==> src/rtl/buffer_resultado.sv <==
`default_nettype none
// ============================================================================
// Module      : buffer_resultado
// Description : First-word fall-through circular buffer for adder results.
//               Each entry holds {MODO, RCO, Q}. Overflow either drops the
//               new result (counted in DROP_CNT) or, when the consumer is
//               ready in the same cycle, pops the head and stores the new one.
// Revision    : 1.0 - initial release
// ============================================================================
module buffer_resultado #(
   parameter int WIDTH = 8,
   parameter int DEPTH = 4
) (
   input  logic                     CLK,
   input  logic                     RESET_N,
   input  logic                     IN_VALID,
   input  logic [WIDTH-1:0]         Q_IN,
   input  logic                     RCO_IN,
   input  logic [1:0]               MODO_IN,
   input  logic                     OUT_READY,
   output logic                     OUT_VALID,
   output logic [WIDTH:0]           OUT_DATA,
   output logic [1:0]               OUT_MODO,
   output logic                     FULL,
   output logic                     EMPTY,
   output logic [$clog2(DEPTH):0]   COUNT,
   output logic [7:0]               DROP_CNT,
   output logic [7:0]               RCO_CNT
);

   localparam int c_addr_w  = $clog2(DEPTH);
   localparam int c_entry_w = WIDTH + 3;
   localparam logic [c_addr_w:0] c_full_count = (c_addr_w + 1)'(DEPTH);

   // Storage is deliberately not reset; COUNT gates every read of it.
   logic [c_entry_w-1:0] r_mem [DEPTH];
   logic [c_addr_w-1:0]  r_wr_ptr;
   logic [c_addr_w-1:0]  r_rd_ptr;
   logic [c_addr_w:0]    r_count;
   logic [7:0]           r_drop_cnt;
   logic [7:0]           r_rco_cnt;

   logic                 w_empty;
   logic                 w_full;
   logic                 w_pop;
   logic                 w_push;
   logic                 w_drop;
   logic [c_entry_w-1:0] w_head;

   assign w_empty = (r_count == '0);
   assign w_full  = (r_count == c_full_count);

   // A pop needs a valid head; a push at full is only allowed alongside a pop.
   assign w_pop   = ~w_empty & OUT_READY;
   assign w_push  = IN_VALID & (~w_full | w_pop);
   assign w_drop  = IN_VALID & w_full & ~OUT_READY;

   assign w_head  = r_mem[r_rd_ptr];

   assign EMPTY     = w_empty;
   assign FULL      = w_full;
   assign OUT_VALID = ~w_empty;
   assign COUNT     = r_count;
   assign DROP_CNT  = r_drop_cnt;
   assign RCO_CNT   = r_rco_cnt;

   // Outputs are forced to zero when empty so stale storage never leaks out.
   assign OUT_DATA  = w_empty ? '0 : w_head[WIDTH:0];
   assign OUT_MODO  = w_empty ? 2'b00 : w_head[WIDTH+2:WIDTH+1];

   // Write accepted entries into the array at the write pointer.
   always_ff @(posedge CLK) begin
      if (w_push) begin
         r_mem[r_wr_ptr] <= {MODO_IN, RCO_IN, Q_IN};
      end
   end

   // Pointer and occupancy bookkeeping; pointers wrap naturally (DEPTH = 2^n).
   always_ff @(posedge CLK or negedge RESET_N) begin
      if (!RESET_N) begin
         r_wr_ptr <= '0;
         r_rd_ptr <= '0;
         r_count  <= '0;
      end else begin
         if (w_push) begin
            r_wr_ptr <= r_wr_ptr + 1'b1;
         end
         if (w_pop) begin
            r_rd_ptr <= r_rd_ptr + 1'b1;
         end
         case ({w_push, w_pop})
            2'b10:   r_count <= r_count + 1'b1;
            2'b01:   r_count <= r_count - 1'b1;
            default: r_count <= r_count;
         endcase
      end
   end

   // Saturating statistics: lost results and accepted results carrying RCO.
   always_ff @(posedge CLK or negedge RESET_N) begin
      if (!RESET_N) begin
         r_drop_cnt <= '0;
         r_rco_cnt  <= '0;
      end else begin
         if (w_drop && (r_drop_cnt != 8'hFF)) begin
            r_drop_cnt <= r_drop_cnt + 1'b1;
         end
         if (w_push && RCO_IN && (r_rco_cnt != 8'hFF)) begin
            r_rco_cnt <= r_rco_cnt + 1'b1;
         end
      end
   end

endmodule
`default_nettype wire

==> config.mk <==
export PLATFORM = sky130hd
export DESIGN_NAME = buffer_resultado
export DESIGN_NICKNAME = d
export VERILOG_FILES = /design/src/rtl/buffer_resultado.sv
export SDC_FILE = /design/constraint.sdc
export NUM_CORES = 1
export LEC_CHECK = 0
export CAP_MARGIN = 10
export CORE_MARGIN = 2
export CORE_UTILIZATION = 30
export CTS_CLUSTER_SIZE = 8
export DETAILED_ROUTE_END_ITERATION = 8
export GPL_ROUTABILITY_DRIVEN = 0
export PLACE_DENSITY = 0.62
export SETUP_SLACK_MARGIN = 0.2
export SYNTH_ARGS = -nofsm -noshare
export SYNTH_HDL_FRONTEND = slang
export SYNTH_SLANG_ARGS = --single-unit
==> constraint.sdc <==
create_clock -name CLK -period 2.3 [get_ports CLK]
set_input_delay 0.345 -clock CLK [delete_from_list [all_inputs] [get_ports CLK]]
set_output_delay 0.345 -clock CLK [all_outputs]
set_load 0.05 [all_outputs]
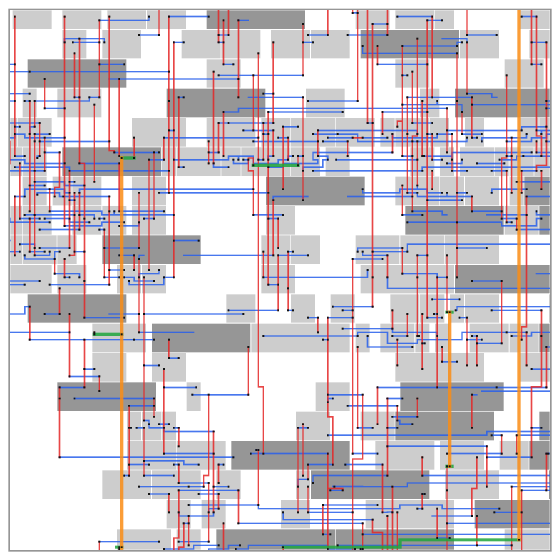
(close-up of the layout)
Region (26, 47) to (76, 97) um. Cells in gray, sequential cells in the stronger gray; small squares are vias.
| color | layer |
|---|---|
| blue | M1 |
| red | M2 |
| green | M3 |
| orange | M4 |
netlist names of flops here include: DROP_CNT (6), r_mem (5), RCO_CNT (4)
most frequent: clkdlybuf4s50_1 (16), dfrtp_1 (13), buf_4 (9)
sequential cells in the window: 20
cells with their middle in the window: 137

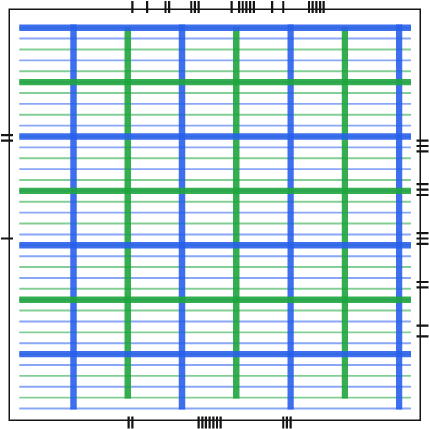
(PDN straps and rails)
Drawn at 4 px/um. Pins as bars on the die edge.
| color | net |
|---|---|
| green | VDD |
| blue | VSS |
met1 rails: 36
met4 straps: 7
rows: 35

==> Table 3: Implementation characteristics <==
Summary of implementation characteristics

Parameter                              Value

Global routing
  Via count of the first global-routing pass .................. 1686
  Pin count of the biggest net entering global routing .................. 19
  Global Route Usage Sum .................. 11.0%
  Met3 Resource Use GR .................. 1.85%

CTS
  CTS root buf .................. clkbuf_8
  H-tree depth .................. 3
  TritonCTS clock tree .................. done

Critical path
  Critical Setup Path Class .................. flip-flop to flip-flop
  Slowest cell delay on critical path .................. 0.43 ns
  Required time of the worst setup path .................. 2.55 ns
  Worst setup path startpoint .................. COUNT[0]
  Worst reg2reg setup slack .................. 0.23 ns
  Data arrival time of the critical path .................. 2.32 ns
  Logic depth of the worst setup path including buffers .................. 10
  CP max FO .................. 3
  Critical-path cell list .................. buf_6 -> nor4b_4 -> and2b_2 -> inv_4 -> ha_4 -> inv_2 -> fa_2 -> xor2_1 -> nor2_1 -> xor2_1

Placement
  Setup Slack @ Placement .................. -0.189 ns

Synth
  Area leader share .................. 45.5%
  Multiplexer share of the synthesized area .................. 11.6%
  Synthesized-area fraction occupied by and/or/nand/nor cells .................. 12.3%
  Register bit total from synthesis .................. 67
  Post-synth ARST share .................. 34.3%
  Most common library cells after synthesis .................. 44 x edfxtp_1, 23 x dfrtp_1, 16 x and2_1
  Share of synthesized cell area in full adder, half adder and majority cells .................. 3.71%
  Synthesized chip area reported by yosys .................. 0.00290 sq mm

Timing
  Peak Freq .................. 0.483 GHz
  Tightest slew margin relative to the limit .................. 58.4%
  Post-layout period usage of the worst path .................. 90.0%
  Setup repair after global routing missed its margin .................. yes
  Number of pins with negative max-slew slack in the final report .................. 0
  Final hold violation count .................. 0

Power and ir drop
  PD cells .................. 1450 mW/mm^2
  Total chip power .................. 5.69 mW
  Maximum vdd drop .................. 0.000619 V

Status
  Result of the run .................. finished clean

Floorplan
  Horizontal extent of the die .................. 102 um

Layout
  Post-route insts no fill .................. 386
  Commonest non-fill, non-tap cell in the layout .................. edfxtp_1
  Dominant logic cell types in the final layout .................. 44 x edfxtp_1, 32 x clkdlybuf4s50_1, 19 x dfrtp_1
  Share of final-layout standard cells stronger than drive strength 1 .................. 33.1%

Detailed routing
  Total via count after detailed routing .................. 1706
  DRT antenna net count .................. 0

Min path
  Worst hold path class .................. input port to async pin
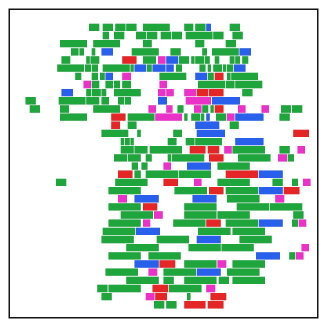
(cell sizes after repair)
Drawn at 3 px/um.
| color | size | cells | share | most used |
|---|---|---|---|---|
| blue | x2 | 29 | 11% | mux4_2 |
| green | x1 and smaller | 172 | 67% | edfxtp_1 |
| magenta | x3 and x4 | 32 | 12% | buf_4 |
| red | x6 and larger | 24 | 9.3% | clkbuf_8 |

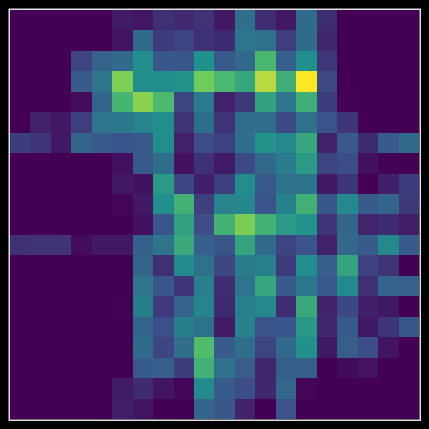
(signal metal coverage by tile)
Drawn at 4 px/um. 20 x 20 tiles, from dark purple (low) to yellow (high), scaled to the fullest tile. Values are wire area over tile area, all layers added.
emptiest ninth of the die: south-west
fullest tile: 0.39
tiles over half the peak: 9.0%
nearly empty tiles: 34%
mean over tiles: 0.078
Avg WL per Cell: 13.7 um
Post-Route WL: 5280 um

==> where the power goes <==
part           total (mW)  switching (mW)  leakage, nW  internal [mW]
registers            1.84           0.233        0.690           1.60
logic                2.87            1.63        0.716           1.24
clock network       0.982           0.467        0.101          0.515
total                5.69            2.33         1.51           3.36
==> routing by layer <==
metal	wire (um)	share of wire (%)
met1	2410	46
met4	108	2.0
met2	2620	50
met5	0	0
met3	140	2.6
==> final cells by class <==
type / count / area [sq um] / share of cell area [%]
Tap cell: 129 / 161 / 4.11
Clock inverter: 7 / 81.3 / 2.07
Clock buffer: 9 / 124 / 3.16
Sequential cell: 67 / 1900 / 48.5
Inverter: 8 / 32.5 / 0.829
Multi-Input combinational cell: 103 / 995 / 25.4
Timing Repair Buffer: 63 / 628 / 16.0
No activity file was given, so power comes from the tool's default toggle rates.
